==> config.mk <==
export PLATFORM = sky130hd
export DESIGN_NAME = alu_seq
export DESIGN_NICKNAME = d
export VERILOG_FILES = /design/src/rtl/alu_pkg.sv /design/src/rtl/seq_mult.sv /design/src/rtl/alu_seq.sv
export SDC_FILE = /design/constraint.sdc
export NUM_CORES = 1
export LEC_CHECK = 0
export CAP_MARGIN = 20
export CORE_MARGIN = 2
export CORE_UTILIZATION = 32
export CTS_CLUSTER_SIZE = 24
export DETAILED_ROUTE_END_ITERATION = 7
export PLACE_DENSITY = 0.45
export SLEW_MARGIN = 15
export SYNTH_ARGS = -nofsm -noshare
export SYNTH_HDL_FRONTEND = slang
export SYNTH_HIERARCHICAL = 1
export SYNTH_SLANG_ARGS = --single-unit
==> constraint.sdc <==
create_clock -name Clock -period 12.8 [get_ports Clock]
set_clock_uncertainty 0.1 [all_clocks]
set_input_delay 2.56 -clock Clock [delete_from_list [all_inputs] [get_ports Clock]]
set_output_delay 2.56 -clock Clock [all_outputs]
set_load 0.05 [all_outputs]
==> src/rtl/alu_pkg.sv <==
// Shared types and helpers for the alu_seq accumulator ALU.
// Intermediate results use one wide signed type so every op is computed exactly.
package alu_pkg;

    localparam int MAX_WIDTH = 32;
    localparam int WIDE_W    = 2 * MAX_WIDTH + 2;

    typedef logic signed [WIDE_W-1:0] wide_t;

    typedef enum logic [2:0] {
        PASS = 3'b000,
        ADD  = 3'b001,
        SUB  = 3'b010,
        AND  = 3'b011,
        OR   = 3'b100,
        XOR  = 3'b101,
        MUL  = 3'b110,
        MAC  = 3'b111
    } alu_func_e;

    typedef enum logic {
        IDLE = 1'b0,
        MULT = 1'b1
    } alu_state_e;

    // Clamp value into the signed range of a width-bit word.
    function automatic wide_t sat_clip(input wide_t value, input int width);
        wide_t hi;
        wide_t lo;
        hi = (wide_t'(1) <<< (width - 1)) - wide_t'(1);
        lo = -(wide_t'(1) <<< (width - 1));
        if (value > hi)
            sat_clip = hi;
        else if (value < lo)
            sat_clip = lo;
        else
            sat_clip = value;
    endfunction

endpackage

==> src/rtl/seq_mult.sv <==
// Iterative radix-2 Booth signed multiplier, one iteration per cycle, WIDTH cycles.
// Done is high during the final iteration cycle with Product valid alongside it.
module seq_mult
    import alu_pkg::*;
#(
    parameter int WIDTH = 8
) (
    input  logic                      Clock,
    input  logic                      Reset,
    input  logic                      Start,
    input  logic signed [WIDTH-1:0]   A,
    input  logic signed [WIDTH-1:0]   B,
    output logic                      Busy,
    output logic                      Done,
    output logic signed [2*WIDTH-1:0] Product
);

    localparam int CW = $clog2(WIDTH + 1);

    // One guard bit on the partial product keeps subtracting a most-negative A exact.
    logic [WIDTH:0]   mcand_q;
    logic [WIDTH:0]   hi_q;
    logic [WIDTH:0]   hi_sum;
    logic [WIDTH:0]   hi_nxt;
    logic [WIDTH-1:0] lo_q;
    logic [WIDTH-1:0] lo_nxt;
    logic             q1_q;
    logic [CW-1:0]    count_q;

    always_comb begin
        hi_sum = hi_q;
        case ({lo_q[0], q1_q})
            2'b01:   hi_sum = hi_q + mcand_q;
            2'b10:   hi_sum = hi_q - mcand_q;
            default: hi_sum = hi_q;
        endcase
        hi_nxt = {hi_sum[WIDTH], hi_sum[WIDTH:1]};
        lo_nxt = {hi_sum[0], lo_q[WIDTH-1:1]};
    end

    assign Done    = Busy && (count_q == CW'(WIDTH - 1));
    assign Product = {hi_nxt[WIDTH-1:0], lo_nxt};

    always_ff @(posedge Clock) begin
        if (Reset) begin
            Busy    <= 1'b0;
            count_q <= '0;
            mcand_q <= '0;
            hi_q    <= '0;
            lo_q    <= '0;
            q1_q    <= 1'b0;
        end else if (!Busy) begin
            if (Start) begin
                Busy    <= 1'b1;
                count_q <= '0;
                mcand_q <= {A[WIDTH-1], A};
                hi_q    <= '0;
                lo_q    <= B;
                q1_q    <= 1'b0;
            end
        end else begin
            hi_q    <= hi_nxt;
            lo_q    <= lo_nxt;
            q1_q    <= lo_q[0];
            count_q <= count_q + CW'(1);
            if (Done)
                Busy <= 1'b0;
        end
    end

endmodule

==> src/rtl/alu_seq.sv <==
// Accumulator ALU: single-cycle logic/add ops, multi-cycle MUL/MAC with fixed-point
// scaling, optional saturation, Start/Busy/Done handshake for controller stalls.
module alu_seq
    import alu_pkg::*;
#(
    parameter int WIDTH = 8,
    parameter int FRAC  = 3
) (
    input  logic                    Clock,
    input  logic                    Reset,
    input  logic                    Start,
    input  logic [2:0]              Func,
    input  logic                    SelSW,
    input  logic                    SelImm,
    input  logic                    Sat,
    input  logic signed [WIDTH-1:0] Imm,
    input  logic signed [WIDTH-1:0] RegData,
    input  logic signed [WIDTH-1:0] SW,
    output logic signed [WIDTH-1:0] ACC,
    output logic                    Busy,
    output logic                    Done,
    output logic                    Ovf
);

    alu_state_e state_q, state_d;
    alu_func_e  func_in, func_q, op_func;
    logic       sat_q, op_sat;
    logic       acc_we, mult_start, mult_busy, mult_done;
    logic       ovf_n;

    logic signed [WIDTH-1:0]   d;
    logic signed [WIDTH-1:0]   mcand;
    logic signed [WIDTH-1:0]   acc_n;
    logic signed [2*WIDTH-1:0] product;
    logic signed [2*WIDTH-1:0] prod_shift;
    wide_t                     acc_w, r, clipped;

    assign func_in    = alu_func_e'(Func);
    assign d          = SelSW ? SW : (SelImm ? Imm : RegData);
    assign mcand      = (func_in == MAC) ? d : ACC;
    assign prod_shift = product >>> FRAC;
    assign Busy       = mult_busy;

    // While multiplying, the latched op drives the result path so input changes are inert.
    assign op_func = (state_q == MULT) ? func_q : func_in;
    assign op_sat  = (state_q == MULT) ? sat_q  : Sat;

    seq_mult #(.WIDTH(WIDTH)) u_mult (
        .Clock   (Clock),
        .Reset   (Reset),
        .Start   (mult_start),
        .A       (mcand),
        .B       (Imm),
        .Busy    (mult_busy),
        .Done    (mult_done),
        .Product (product)
    );

    always_comb begin
        acc_w = wide_t'(ACC);
        r     = wide_t'(d);
        case (op_func)
            PASS:    r = wide_t'(d);
            ADD:     r = acc_w + wide_t'(d);
            SUB:     r = acc_w - wide_t'(d);
            AND:     r = wide_t'(ACC & d);
            OR:      r = wide_t'(ACC | d);
            XOR:     r = wide_t'(ACC ^ d);
            MUL:     r = wide_t'(prod_shift);
            MAC:     r = acc_w + wide_t'(prod_shift);
            default: r = wide_t'(d);
        endcase
        clipped = sat_clip(r, WIDTH);
        ovf_n   = (clipped != r);
        acc_n   = (op_sat && ovf_n) ? clipped[WIDTH-1:0] : r[WIDTH-1:0];
    end

    always_comb begin
        state_d    = state_q;
        acc_we     = 1'b0;
        mult_start = 1'b0;
        case (state_q)
            IDLE: begin
                if (Start) begin
                    if (func_in < MUL) begin
                        acc_we = 1'b1;
                    end else begin
                        mult_start = 1'b1;
                        state_d    = MULT;
                    end
                end
            end
            MULT: begin
                if (mult_done) begin
                    acc_we  = 1'b1;
                    state_d = IDLE;
                end
            end
            default: state_d = IDLE;
        endcase
    end

    always_ff @(posedge Clock) begin
        if (Reset) begin
            state_q <= IDLE;
            ACC     <= '0;
            Ovf     <= 1'b0;
            Done    <= 1'b0;
            func_q  <= PASS;
            sat_q   <= 1'b0;
        end else begin
            state_q <= state_d;
            Done    <= acc_we;
            if (acc_we) begin
                ACC <= acc_n;
                Ovf <= ovf_n;
            end
            if (mult_start) begin
                func_q <= func_in;
                sat_q  <= Sat;
            end
        end
    end

endmodule
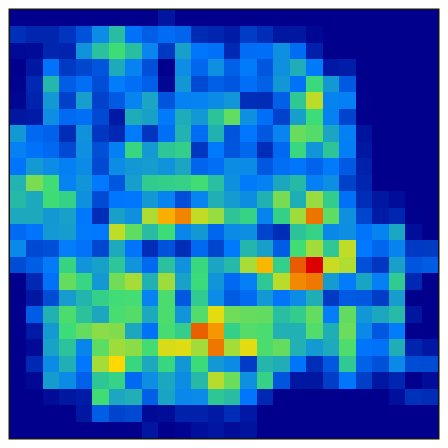
(run_1/metal_density.png)
26 x 26 tiles, from dark blue (low) to red (high), scaled to the fullest tile. Values are wire area over tile area, all layers added.
22% of the tiles are nearly empty. The mean over all tiles is 0.14. The fullest tile reaches 0.59. The emptiest ninth of the die: top right. 12% of the tiles are over half the peak.

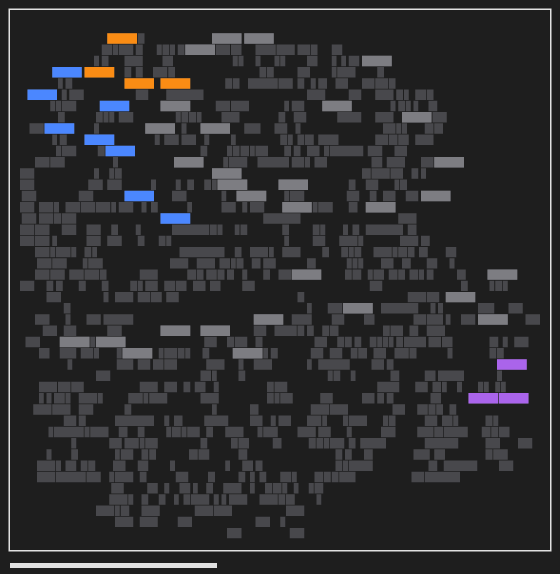
(run_1/flops_by_reg.png)
The bar under the picture is 50 um long. Other sequential cells in the stronger grey, the rest of the logic in the fainter grey.
Key: blue = `u_mult/lo_q` [flops 8, where top left]; orange = `u_mult/count_q` [flops 4, where top left]; purple = `func_q` [flops 3]
Another 30 sequential cells are not coloured.

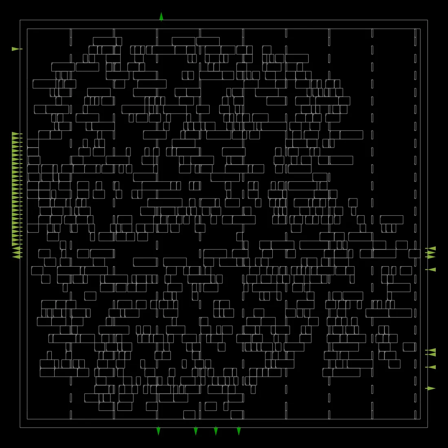
(run_1/placement.png)
filler cell count: 1,679
flop count: 45
row count: 46
Post-Layout Cell Count: 888

==> out/qor.txt, run 1 <==
maximum VDD drop: 49.4 uV
DRC: 0
max-slew violations: 0
total number of vias: 4,796
hold_buf cts: 0
Final Critical Period: 6.47 ns
wire per inst: 17.6 um
pwr dens: 97.5 nW/um^2
max incr delay on CP: 0.75 ns
first-pass GRT wire length: 25.1 mm
worst slew pin tran: 1.06 ns
RSZ-0062 raised after global routing: no
routed wl met3: 752 um
H-Tree Depth: 2
syn_area_per_cell: 7.88 sq um
maximum clock frequency: 0.155 GHz
setup TNS: 0 ns
leakage: 0.00237 uW
GP Congestion: 0.879
worst hold path depth: 2
post-layout net count: 761
# placed instances: 879
global route overflow: 0
Rel. slew slack: 0.290
Min-Delay Endpoint: sat_q$_SDFFE_PP0P_
Met1 Wirelength: 7.60 mm
Gate power share: 0.439
Worst Setup Start Kind: input pin
status: finished, final reports clean
CTS tree: yes
## run 1: how the worst max path moves through the flow
stage	startpoint	endpoint	slack, ns	depth (start not counted)
4_1_cts	SelImm	ACC[3]$_SDFFE_PP0P_	6.30	15
2_1_floorplan	SelImm	ACC[1]$_SDFFE_PP0P_	6.97	17
5_1_grt	SelImm	ACC[5]$_SDFFE_PP0P_	5.85	15
6_report	SelImm	ACC[3]$_SDFFE_PP0P_	6.33	15
3_5_place_dp	SelImm	ACC[3]$_SDFFE_PP0P_	6.01	15
3_3_place_gp	SelImm	Ovf$_SDFFE_PP0P_	6.14	15
## run 1: layout make-up
class	count	area, sq um
Clock buffer	5	125
Clock inverter	3	47.5
Fill cell	1679	9930
Inverter	35	131
Multi-Input combinational cell	536	3900
Sequential cell	45	901
Tap cell	216	270
Timing Repair Buffer	48	468
## run 1: metrics by stage
stage,utilization,power (uW),hold WS (ns),area (sq um),setup WS [ns]
after floorplan,-,349,0.333,5130,6.97
after global placement,0.359,413,0.342,5660,6.14
after detailed placement,0.359,414,0.355,5660,6.01
after CTS,0.370,573,0.365,5830,6.30
after global routing,0.370,607,0.397,5840,5.85
final,0.370,570,0.361,5840,6.33
## run 1: critical path: cells and delay by family
family / cells / cell delay (ns)
buffers and inverters: 2 / 0.92
and+or+nand+nor: 2 / 0.41
muxes: 2 / 0.50
AOI/OAI and AO/OA: 8 / 1.92
adders and majority gates: 1 / 0.24
## run 1: power groups by stage
stage          clock network, uW  logic, uW  registers [uW]
2_1_floorplan                  0        175             175
3_3_place_gp                   0        247             166
3_5_place_dp                   0        248             166
4_1_cts                      161        249             163
5_1_grt                      167        275             165
6_report                     157        250             163
## run 1: layer usage
metal	GRT usage	vias up
met5	0	-
met2	0.308	117
met4	0.0394	0
met1	0.268	2241
li1	-	2424
met3	0.0269	14
==> run 2: changes to the inputs <==
--- a/config.mk
+++ b/config.mk
@@ -10,7 +10,7 @@
 export CORE_UTILIZATION = 32
 export CTS_CLUSTER_SIZE = 24
 export DETAILED_ROUTE_END_ITERATION = 7
-export PLACE_DENSITY = 0.45
+export PLACE_DENSITY = 0.47
 export SLEW_MARGIN = 15
 export SYNTH_ARGS = -nofsm -noshare
 export SYNTH_HDL_FRONTEND = slang
==> constraint.sdc (replaced) <==
create_clock -name Clock -period 5.2 [get_ports Clock]
set_clock_uncertainty 0.1 [all_clocks]
set_input_delay 1.04 -clock Clock [delete_from_list [all_inputs] [get_ports Clock]]
set_output_delay 1.04 -clock Clock [all_outputs]
set_load 0.05 [all_outputs]
==> run 2 against run 1 <==
  * Utilization is 0.80 points higher
  * Non-clock buffer count is 16 higher
  * Register-to-register slack worse by 7.3 ns
  * Die area stayed put
  * Global-route usage is 0.075 points lower
  * Sequential share of layout area is 0.33 points lower
==> out/qor.txt, run 2 <==
syn_area_per_cell: 7.88 sq um (unchanged)
grt met1 use: 0.264 (-0.00440)
max_cap viols: 0
Crit path max-delay family: AND-OR/OR-AND gates
Synth Instances: 652
worst hold path depth: 2 (unchanged)
max-slew violations: 0 (unchanged)
Rel. slew slack: 0.280 (-0.00977)
critical path depth: 19 (+4)
met3 GRT Util: 0.0200 (-0.00692)
total number of vias: 4,876 (+1.7%)
post-layout net count: 777 (+2.1%)
Pwr Total: 1420 uW (+150%)
Nets at Floorplan: 742
first-pass GRT wire length: 24.9 mm (-0.63%)
detailed-router iteration count before antenna repair: 5
status: finished, final reports clean
maximum clock frequency: 0.206 GHz
leakage: 0.00245 uW (+3.5%)
GP Congestion: 0.898 (+2.2%)
setup TNS: 0 ns (unchanged)
maximum VDD drop: 122 uV (+150%)
RSZ-0062 raised after global routing: no
# placed instances: 895 (+1.8%)
pwr dens: 238 nW/um^2 (+140%)
Worst Hold Class: flop to flop
CTS tree: yes
worst slew pin tran: 1.08 ns (+0.0146 ns)
wire per inst: 17.3 um (-1.9%)
most frequent logic cell in the layout: nor2_1
filler cell count: 1,659 (-1.2%)
H-Tree Depth: 2 (unchanged)
row count: 46 (unchanged)
Initial Util: 0.326
busiest metal layer after global routing: met2
pin count of the biggest net entering global routing: 45
global route overflow: 0 (unchanged)
Clock Tree Buf Depth: 2
Post-Layout Cell Count: 904 (+1.8%)
worst path bufs/invs: 2 (unchanged)
DRC: 0 (unchanged)
Worst Setup Start Kind: flop
Final Critical Period: 4.86 ns
met2 Use GR: 0.319 (+0.0113)
max incr delay on CP: 0.44 ns (-0.31 ns)
[run 2: final timing paths]
check	startpoint	end	slack, ns
setup / recovery	u_mult/mcand_q[0]$_SDFFE_PP0P_	ACC[3]$_SDFFE_PP0P_	0.34
hold / removal	sat_q$_SDFFE_PP0P_	sat_q$_SDFFE_PP0P_	0.37
setup reg to reg	u_mult/mcand_q[0]$_SDFFE_PP0P_	ACC[3]$_SDFFE_PP0P_	0.34
hold reg to reg	sat_q$_SDFFE_PP0P_	sat_q$_SDFFE_PP0P_	0.37
[run 2: final cells by class]
cell class / instances / area, sq um / area share
multi-input combinational: 536 / 3900 / 0.654
sequential: 45 / 901 / 0.151
timing repair buffer: 64 / 588 / 0.0986
tap: 216 / 270 / 0.0453
inverter: 35 / 131 / 0.0220
clock buffer: 5 / 125 / 0.0210
clock inverter: 3 / 50.0 / 0.00839
[run 2: stage by stage]
stage,area (sq um),hold WS (ns),setup WS [ns],util
CTS,5960,0.363,0.189,0.378
finish,5970,0.371,0.340,0.378
global route,5970,0.425,0.0183,0.378
floorplan,5130,0.333,0.790,-
global placement,5780,0.342,0.187,0.367
detailed placement,5780,0.353,0.174,0.367
[run 2: power by group]
group / internal [uW] / switching, uW / total, uW
Sequential: 362 / 39.1 / 401
Clock: 232 / 159 / 391
Combinational: 264 / 368 / 631
Total: 857 / 566 / 1420
[run 2: metal layers]
layer	vias up	wire length, um
li1	2466	-
met3	10	620
met5	-	0
met2	124	7310
met4	0	146
met1	2276	7550
[run 2: repair_timing]
item / in CTS / in global routing
resized: 0 / 1
buffers inserted: 0 / 1
endpoints found under the setup margin: 0 / 6
hold buffers: 0 / 0
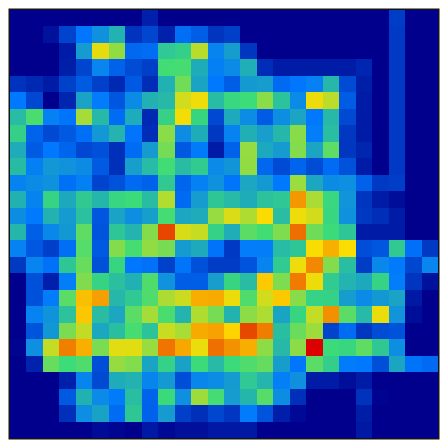
(run_2/metal_density.png)
26 x 26 tiles, from dark blue (low) to red (high), scaled to the fullest tile. Values are wire area over tile area, all layers added.
19% of the tiles are over half the peak. The mean over all tiles is 0.14. The fullest tile reaches 0.50. The emptiest ninth of the die: top right.

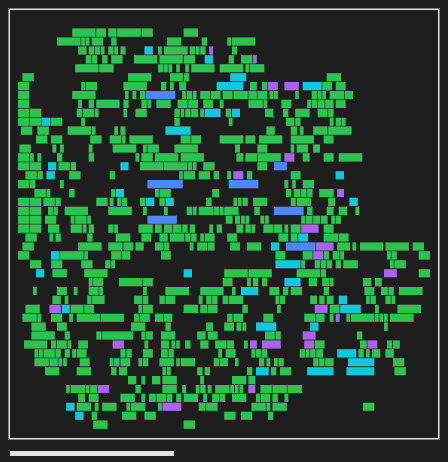
(run_2/sizes.png)
The bar under the picture is 50 um long.
Key: purple = _2 cells [cells 23]; cyan = _3 and _4 cells [cells 37]; blue = _6 and larger [cells 7]; green = _0 and _1 cells [cells 621]

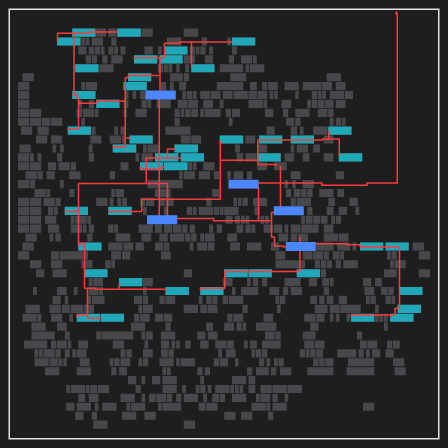
(run_2/clk_routes.png)
Key: blue = clock drivers [count 5]; cyan = flip-flops [count 45]; red = clock wires [length 778 um]
There are 6 routed clock nets.

Power figures rest on the tool's default switching activity, not on a simulated workload.
